==> run_1/flops_by_reg.png <==
Scale: 3 px per µm. Other sequential cells in the stronger grey, the rest of the logic in the fainter grey.
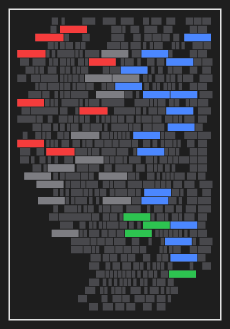
==> run_1/io_placement.png <==
Scale: 3 px per µm. Pins as bars across the die edge, other pins in grey.
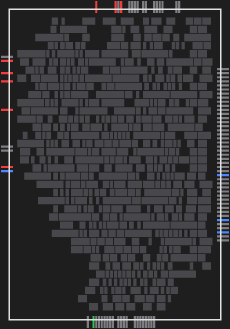
==> run_1/io_fan.png <==
Scale: 4 px per µm.
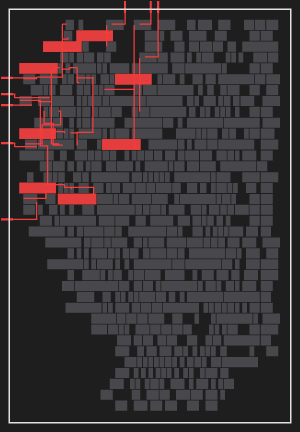
File: src/rtl/mem_edit_if.sv
// Keypad/memory/display bundle for the hex memory editor.
// master = controller side, slave = keypad, RAM and display side.
interface mem_edit_if #(
  parameter int DATA_W = 16,
  parameter int ADDR_W = 8
);
  localparam int NDIG_W = $clog2(DATA_W/4+1);

  logic [15:0]       d;
  logic              bs;
  logic              wr;
  logic              nxt;
  logic              pre;
  logic              busy;
  logic [DATA_W-1:0] rd_data;
  logic              rd_en;
  logic              wr_en;
  logic [ADDR_W-1:0] addr;
  logic [DATA_W-1:0] wr_data;
  logic [DATA_W-1:0] edit_buf;
  logic [NDIG_W-1:0] ndig;
  logic              dirty;
  logic [3:0]        state;

  modport master (
    input  d, bs, wr, nxt, pre,
    input  busy, rd_data,
    output rd_en, wr_en, addr,
    output wr_data, edit_buf,
    output ndig, dirty, state
  );

  modport slave (
    output d, bs, wr, nxt, pre,
    output busy, rd_data,
    input  rd_en, wr_en, addr,
    input  wr_data, edit_buf,
    input  ndig, dirty, state
  );
endinterface

File: src/rtl/mem_edit_ctrl.sv
// Hex-entry memory viewer/editor: browse, load, edit
// and commit words of a synchronous RAM.
module mem_edit_ctrl #(
  parameter int DATA_W   = 16,
  parameter int ADDR_W   = 8,
  parameter int ADDR_MAX = 255,
  parameter int RD_LAT   = 1,
  parameter int AUTO_INC = 1
) (
  input  logic      clk,
  input  logic      rst,
  mem_edit_if.master bus
);
  localparam int NDIG   = DATA_W/4;
  localparam int NDIG_W = $clog2(NDIG+1);

  typedef enum logic [3:0] {
    IDLE  = 4'd0,
    LOAD  = 4'd1,
    WAIT  = 4'd2,
    READY = 4'd3,
    DIGIT = 4'd4,
    BACK  = 4'd5,
    WRITE = 4'd6,
    INC   = 4'd7,
    DEC   = 4'd8
  } state_t;

  state_t            st;
  logic [3:0]        k;
  logic [2:0]        cnt;
  logic              rd_q;
  logic              wr_q;
  logic [ADDR_W-1:0] addr_q;
  logic [DATA_W-1:0] buf_q;
  logic [NDIG_W-1:0] ndig_q;
  logic              dirty_q;

  function automatic logic [3:0] lsb_idx(
    input logic [15:0] v
  );
    logic [3:0] r;
    r = 4'd0;
    for (int i = 15; i >= 0; i--)
      if (v[i]) r = 4'(i);
    return r;
  endfunction

  always_ff @(posedge clk or posedge rst) begin
    if (rst) begin
      st      <= IDLE;
      k       <= 4'd0;
      cnt     <= 3'd0;
      rd_q    <= 1'b0;
      wr_q    <= 1'b0;
      addr_q  <= '0;
      buf_q   <= '0;
      ndig_q  <= '0;
      dirty_q <= 1'b0;
    end else begin
      rd_q <= 1'b0;
      wr_q <= 1'b0;
      // another master owns the RAM: drop
      // everything, keep addr/buffer
      if (bus.busy) begin
        st <= IDLE;
      end else begin
        case (st)
          IDLE: begin
            st   <= LOAD;
            rd_q <= 1'b1;
          end
          LOAD: begin
            st  <= WAIT;
            cnt <= 3'd0;
          end
          WAIT: begin
            if (cnt == 3'(RD_LAT-1)) begin
              buf_q   <= bus.rd_data;
              ndig_q  <= '0;
              dirty_q <= 1'b0;
              st      <= READY;
            end else begin
              cnt <= cnt + 3'd1;
            end
          end
          READY: begin
            if (|bus.d) begin
              k  <= lsb_idx(bus.d);
              st <= DIGIT;
            end else if (bus.bs) begin
              st <= BACK;
            end else if (bus.wr) begin
              st   <= WRITE;
              wr_q <= 1'b1;
            end else if (bus.nxt) begin
              st <= INC;
            end else if (bus.pre) begin
              st <= DEC;
            end
          end
          DIGIT: begin
            buf_q <= {buf_q[DATA_W-5:0], k};
            if (ndig_q != NDIG_W'(NDIG))
              ndig_q <= ndig_q + NDIG_W'(1);
            dirty_q <= 1'b1;
            st      <= READY;
          end
          BACK: begin
            buf_q <= buf_q >> 4;
            if (ndig_q != '0)
              ndig_q <= ndig_q - NDIG_W'(1);
            dirty_q <= 1'b1;
            st      <= READY;
          end
          WRITE: begin
            dirty_q <= 1'b0;
            ndig_q  <= '0;
            if (AUTO_INC != 0) begin
              st <= INC;
            end else begin
              st   <= LOAD;
              rd_q <= 1'b1;
            end
          end
          INC: begin
            if (addr_q == ADDR_W'(ADDR_MAX))
              addr_q <= '0;
            else
              addr_q <= addr_q + ADDR_W'(1);
            st   <= LOAD;
            rd_q <= 1'b1;
          end
          DEC: begin
            if (addr_q == '0)
              addr_q <= ADDR_W'(ADDR_MAX);
            else
              addr_q <= addr_q - ADDR_W'(1);
            st   <= LOAD;
            rd_q <= 1'b1;
          end
          default: st <= IDLE;
        endcase
      end
    end
  end

  // strobes are squashed in the very cycle busy rises
  assign bus.rd_en    = rd_q & ~bus.busy;
  assign bus.wr_en    = wr_q & ~bus.busy;
  assign bus.addr     = addr_q;
  assign bus.wr_data  = buf_q;
  assign bus.edit_buf = buf_q;
  assign bus.ndig     = ndig_q;
  assign bus.dirty    = dirty_q;
  assign bus.state    = st;
endmodule

File: src/flat_wrapper.sv
// flat-port wrapper written by rule: the top's interface ports become plain ports
module mem_edit_ctrl_flat 
#(
  parameter int DATA_W   = 16,
  parameter int ADDR_W   = 8,
  parameter int ADDR_MAX = 255,
  parameter int RD_LAT   = 1,
  parameter int AUTO_INC = 1
)
  (clk, rst, bus_d, bus_bs, bus_wr, bus_nxt, bus_pre, bus_busy, bus_rd_data, bus_rd_en, bus_wr_en, bus_addr, bus_wr_data, bus_edit_buf, bus_ndig, bus_dirty, bus_state);
  mem_edit_if #(.DATA_W(DATA_W), .ADDR_W(ADDR_W)) bus_i ();
  input  logic clk;
  input  logic rst;
  input wire logic [$bits(bus_i.d)-1:0] bus_d;
  input wire logic [$bits(bus_i.bs)-1:0] bus_bs;
  input wire logic [$bits(bus_i.wr)-1:0] bus_wr;
  input wire logic [$bits(bus_i.nxt)-1:0] bus_nxt;
  input wire logic [$bits(bus_i.pre)-1:0] bus_pre;
  input wire logic [$bits(bus_i.busy)-1:0] bus_busy;
  input wire logic [$bits(bus_i.rd_data)-1:0] bus_rd_data;
  output wire logic [$bits(bus_i.rd_en)-1:0] bus_rd_en;
  output wire logic [$bits(bus_i.wr_en)-1:0] bus_wr_en;
  output wire logic [$bits(bus_i.addr)-1:0] bus_addr;
  output wire logic [$bits(bus_i.wr_data)-1:0] bus_wr_data;
  output wire logic [$bits(bus_i.edit_buf)-1:0] bus_edit_buf;
  output wire logic [$bits(bus_i.ndig)-1:0] bus_ndig;
  output wire logic [$bits(bus_i.dirty)-1:0] bus_dirty;
  output wire logic [$bits(bus_i.state)-1:0] bus_state;
  assign bus_i.d = bus_d;
  assign bus_i.bs = bus_bs;
  assign bus_i.wr = bus_wr;
  assign bus_i.nxt = bus_nxt;
  assign bus_i.pre = bus_pre;
  assign bus_i.busy = bus_busy;
  assign bus_i.rd_data = bus_rd_data;
  assign bus_rd_en = bus_i.rd_en;
  assign bus_wr_en = bus_i.wr_en;
  assign bus_addr = bus_i.addr;
  assign bus_wr_data = bus_i.wr_data;
  assign bus_edit_buf = bus_i.edit_buf;
  assign bus_ndig = bus_i.ndig;
  assign bus_dirty = bus_i.dirty;
  assign bus_state = bus_i.state;
  mem_edit_ctrl #(.DATA_W(DATA_W), .ADDR_W(ADDR_W), .ADDR_MAX(ADDR_MAX), .RD_LAT(RD_LAT), .AUTO_INC(AUTO_INC)) u_core (.clk(clk), .rst(rst), .bus(bus_i));
endmodule
File: config.mk
export PLATFORM = sky130hd
export DESIGN_NAME = mem_edit_ctrl_flat
export DESIGN_NICKNAME = d
export VERILOG_FILES = /design/src/rtl/mem_edit_if.sv /design/src/rtl/mem_edit_ctrl.sv /design/src/flat_wrapper.sv
export SDC_FILE = /design/constraint.sdc
export NUM_CORES = 1
export LEC_CHECK = 0
export ABC_AREA = 1
export CAP_MARGIN = 20
export CORE_ASPECT_RATIO = 1.5
export CORE_MARGIN = 2
export CORE_UTILIZATION = 42
export CTS_CLUSTER_DIAMETER = 150
export DETAILED_ROUTE_END_ITERATION = 12
export GPL_TIMING_DRIVEN = 0
export PLACE_DENSITY = 0.77
export SYNTH_ARGS = -nofsm -noshare
export SYNTH_HDL_FRONTEND = slang
export SYNTH_SLANG_ARGS = --single-unit
File: constraint.sdc
create_clock -name clk -period 1.9 [get_ports clk]
set_clock_uncertainty 0.2 [all_clocks]
set_input_delay 0.475 -clock clk [delete_from_list [all_inputs] [get_ports clk]]
set_output_delay 0.475 -clock clk [all_outputs]
set_load 0.01 [all_outputs]
==> results.cfg, run 1 <==
; physical design summary
[run_status]
status = finished, violations left
violations = setup timing

[clocking]
root_buffer = clkbuf_8
cts_buffers = 5
cts.sinks = 41
clk_path_buf_depth = 2
cts_tree = built

[placement]
dpl_cell_area_um2 = 3710

[synth]
synth_top_cell_by_count = nand2_1
synth_seq_share = 0.3739
synth-edff-count = 0
synthCells = 378
synth_warnings = 0
simple_gate_share = 0.2754
ys_types = 38
common_cells = nand2_1, inv_1, dfrtp_1
synthAoiAreaFrac = 0.1523

[hold_path]
hold_depth = 2
hold_class = in -> reg

[critical_path]
crit_fanout = 6
critPathLaunch = u_core.bus.addr[4]$_DFFE_PP0P_
cpMostUsedCell = nand2_1
critPathBufInv = 2

[global_route]
grt_pass1_wl_um = 13280
antenna_found_initial = 0
grt_pass1_vias = 3017
grt_max_degree = 42

[timing]
fin_ws_ns = -0.07354
drv_slew = 0
rsz0062_at_grt = yes
setup_viol = 11
tightest_slew_ns = 0.8636
hold_slack_ns = 0.2913

[pwr]
power-top-group = combinational cells
power_combinational_mw = 3.06

[detailed_routing]
drt_iter0_markers = 244
met3_length_um = 548
wl_met1_um = 3272
wire_per_inst_um = 14.93

[finish]
inv_count = 61
layout.cells.non_filler = 603
clk_share = 0.02595

[die]
chipArea_um2 = 7209
fp_util = 0.4290
Back to the opening pictures, flops_by_reg.png:
name in the netlist	colour	sequential cells
`u_core.bus.edit_buf`	blue	16
`u_core.bus.addr`	red	8
`u_core.k`	green	4
not coloured	13

Back to the opening pictures, io_placement.png:
port	colour	pins	direction	edge
`bus_pre`	green	1	input	bottom
`bus_state`	blue	4	output	3 right, 1 left
`bus_addr`	red	8	output	5 left, 3 top
all pins by edge	43 right, 21 bottom, 16 top, 9 left
# port buffers: 87
Die Width: 70.00 µm
die height: 103.0 µm

Back to the opening pictures, io_fan.png:
port	colour	bits	direction	end cells	wire
`bus_addr`	red	8	output	8	304 µm
I/O pin cnt: 89

## Run 2: what changed since run 1
Settings changed: TNS_END_PERCENT set to 10.
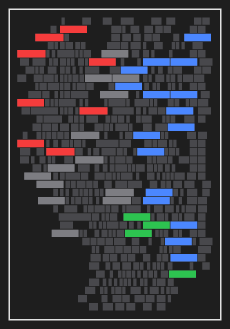
(run_2/flops_by_reg.png)
Scale: 3 px per µm. Other sequential cells in the stronger grey, the rest of the logic in the fainter grey.
name in the netlist	colour	sequential cells
`u_core.bus.addr`	red	8
`u_core.bus.edit_buf`	blue	16
`u_core.k`	green	4
not coloured	13

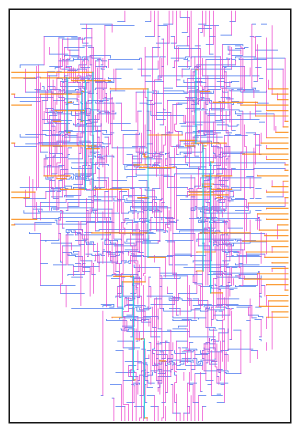
(run_2/wires.png)
Scale: 4 px per µm.
layer	colour	wire length
metal 1	blue	3030 µm
metal 2	magenta	4190 µm
metal 4	cyan	256 µm
metal 3	orange	517 µm
Total GRT Usage: 0.2146
vias: 3060
final WL: 7994 µm
Routed WL per cell: 13.88 µm

==> run 2 against run 1 <==
Against the previous run:
- the flow still finishes with violations (setup timing)
- combinational power shrank 16%
- wire length down 11%
- synthesized cell count did not move
- highest routed layer unchanged
- area after synthesis unchanged
==> results.cfg, run 2 <==
; physical design summary
[run_status]
status = finished, violations left
violations = setup timing

[die]
pin_count = 89
die_y_um = 103.0
chipArea_um2 = 7209

[synth]
synth_top_cell_by_count = nand2_1
synth-edff-count = 0
ys_types = 38
ys_sh_xor = 0.02234
simple_gate_share = 0.2754
synthAoiAreaFrac = 0.1523
synthCells = 378

[clocking]
cts.sinks = 41
clk_path_buf_depth = 2

[global_route]
antenna_found_initial = 0
grt_max_degree = 42
grt_pass1_vias = 2858

[timing]
setup_viol = 2
tightest_slew_ns = 0.8556
drv_slew = 0
fin_ws_ns = -0.04772
rsz0062_at_grt = yes

[pwr]
power-top-group = combinational cells
power_combinational_mw = 2.56

[finish]
clk_share = 0.02807
inv_count = 61
final_util = 0.6481

[detailed_routing]
drt_iter0_markers = 223
wl_met1_um = 3031
met3_length_um = 517

[critical_path]
critPathBufInv = 2

[hold_path]
hold_depth = 2
hold_class = in -> reg

[placement]
dpl_cell_area_um2 = 3710
portBuffers = 87
## Run 3: what changed since run 2
Settings changed: CORE_UTILIZATION 42 to 50, PLACE_DENSITY 0.77 to 0.86.
Clock period 1.9 ns to 2.5 ns, I/O delays scaled along.
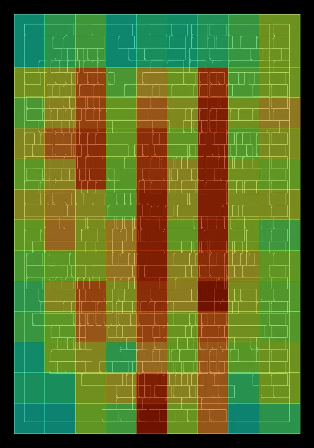
(run_3/congestion.png)
met1 Resource Use GR: 0.2731
met2 global-route usage: 0.4505
met3 Usage GRT: 0.04410
Total GRT Usage: 0.2443

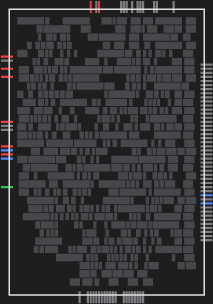
(run_3/io_placement.png)
Scale: 3 px per µm. Pins as bars across the die edge, other pins in grey.
port	colour	pins	direction	edge
`bus_addr`	red	8	output	6 left, 2 top
`bus_pre`	green	1	input	left
`bus_state`	blue	4	output	2 left, 2 right
all pins by edge	44 right, 20 bottom, 13 top, 12 left

==> run 3 against run 2 <==
Against the previous run:
- the flow now finishes without violations
- sequential share of layout area grew 1.8 points
- wire length shrank 10%
- cell count shrank 5.7%
- clock power shrank 25%
==> results.cfg, run 3 <==
; physical design summary
[run_status]
status = finished clean

[timing]
slew_headroom = 0.4309
drv_slew = 0
setup_viol = 0
rsz0062_at_grt = no
tightest_slew_ns = 0.8525
fin_ws_ns = 0.07566

[pwr]
power-top-group = combinational cells
p_sw_frac = 0.3770
power_combinational_mw = 1.93

[detailed_routing]
met3_length_um = 447
wire_per_inst_um = 13.21
wirelength_um = 7171
drt_iter0_markers = 247

[hold_path]
min_to = u_core.k[0]$_DFFE_PP0P_
hold_depth = 2
hold_class = reg -> reg

[synth]
synthCells = 378
simple_gate_share = 0.2754
ys_types = 38
ys_sh_xor = 0.02234
synth_top_cell_by_count = nand2_1
synth-edff-count = 0
top_logic_kind = simple AND/OR/NAND/NOR gates
fp_nets = 423

[global_route]
grt_max_degree = 42
antenna_found_initial = 0

[finish]
final_util = 0.7124
inv_count = 61

[die]
die_w_um = 64.49
die_y_um = 94.73
chipArea_um2 = 6109
pin_count = 89

[critical_path]
critPathBufInv = 2

[placement]
dpl_cell_area_um2 = 3702
portBuffers = 87

[clocking]
cts.sinks = 41
Power figures rest on the tool's default switching activity, not on a simulated workload.
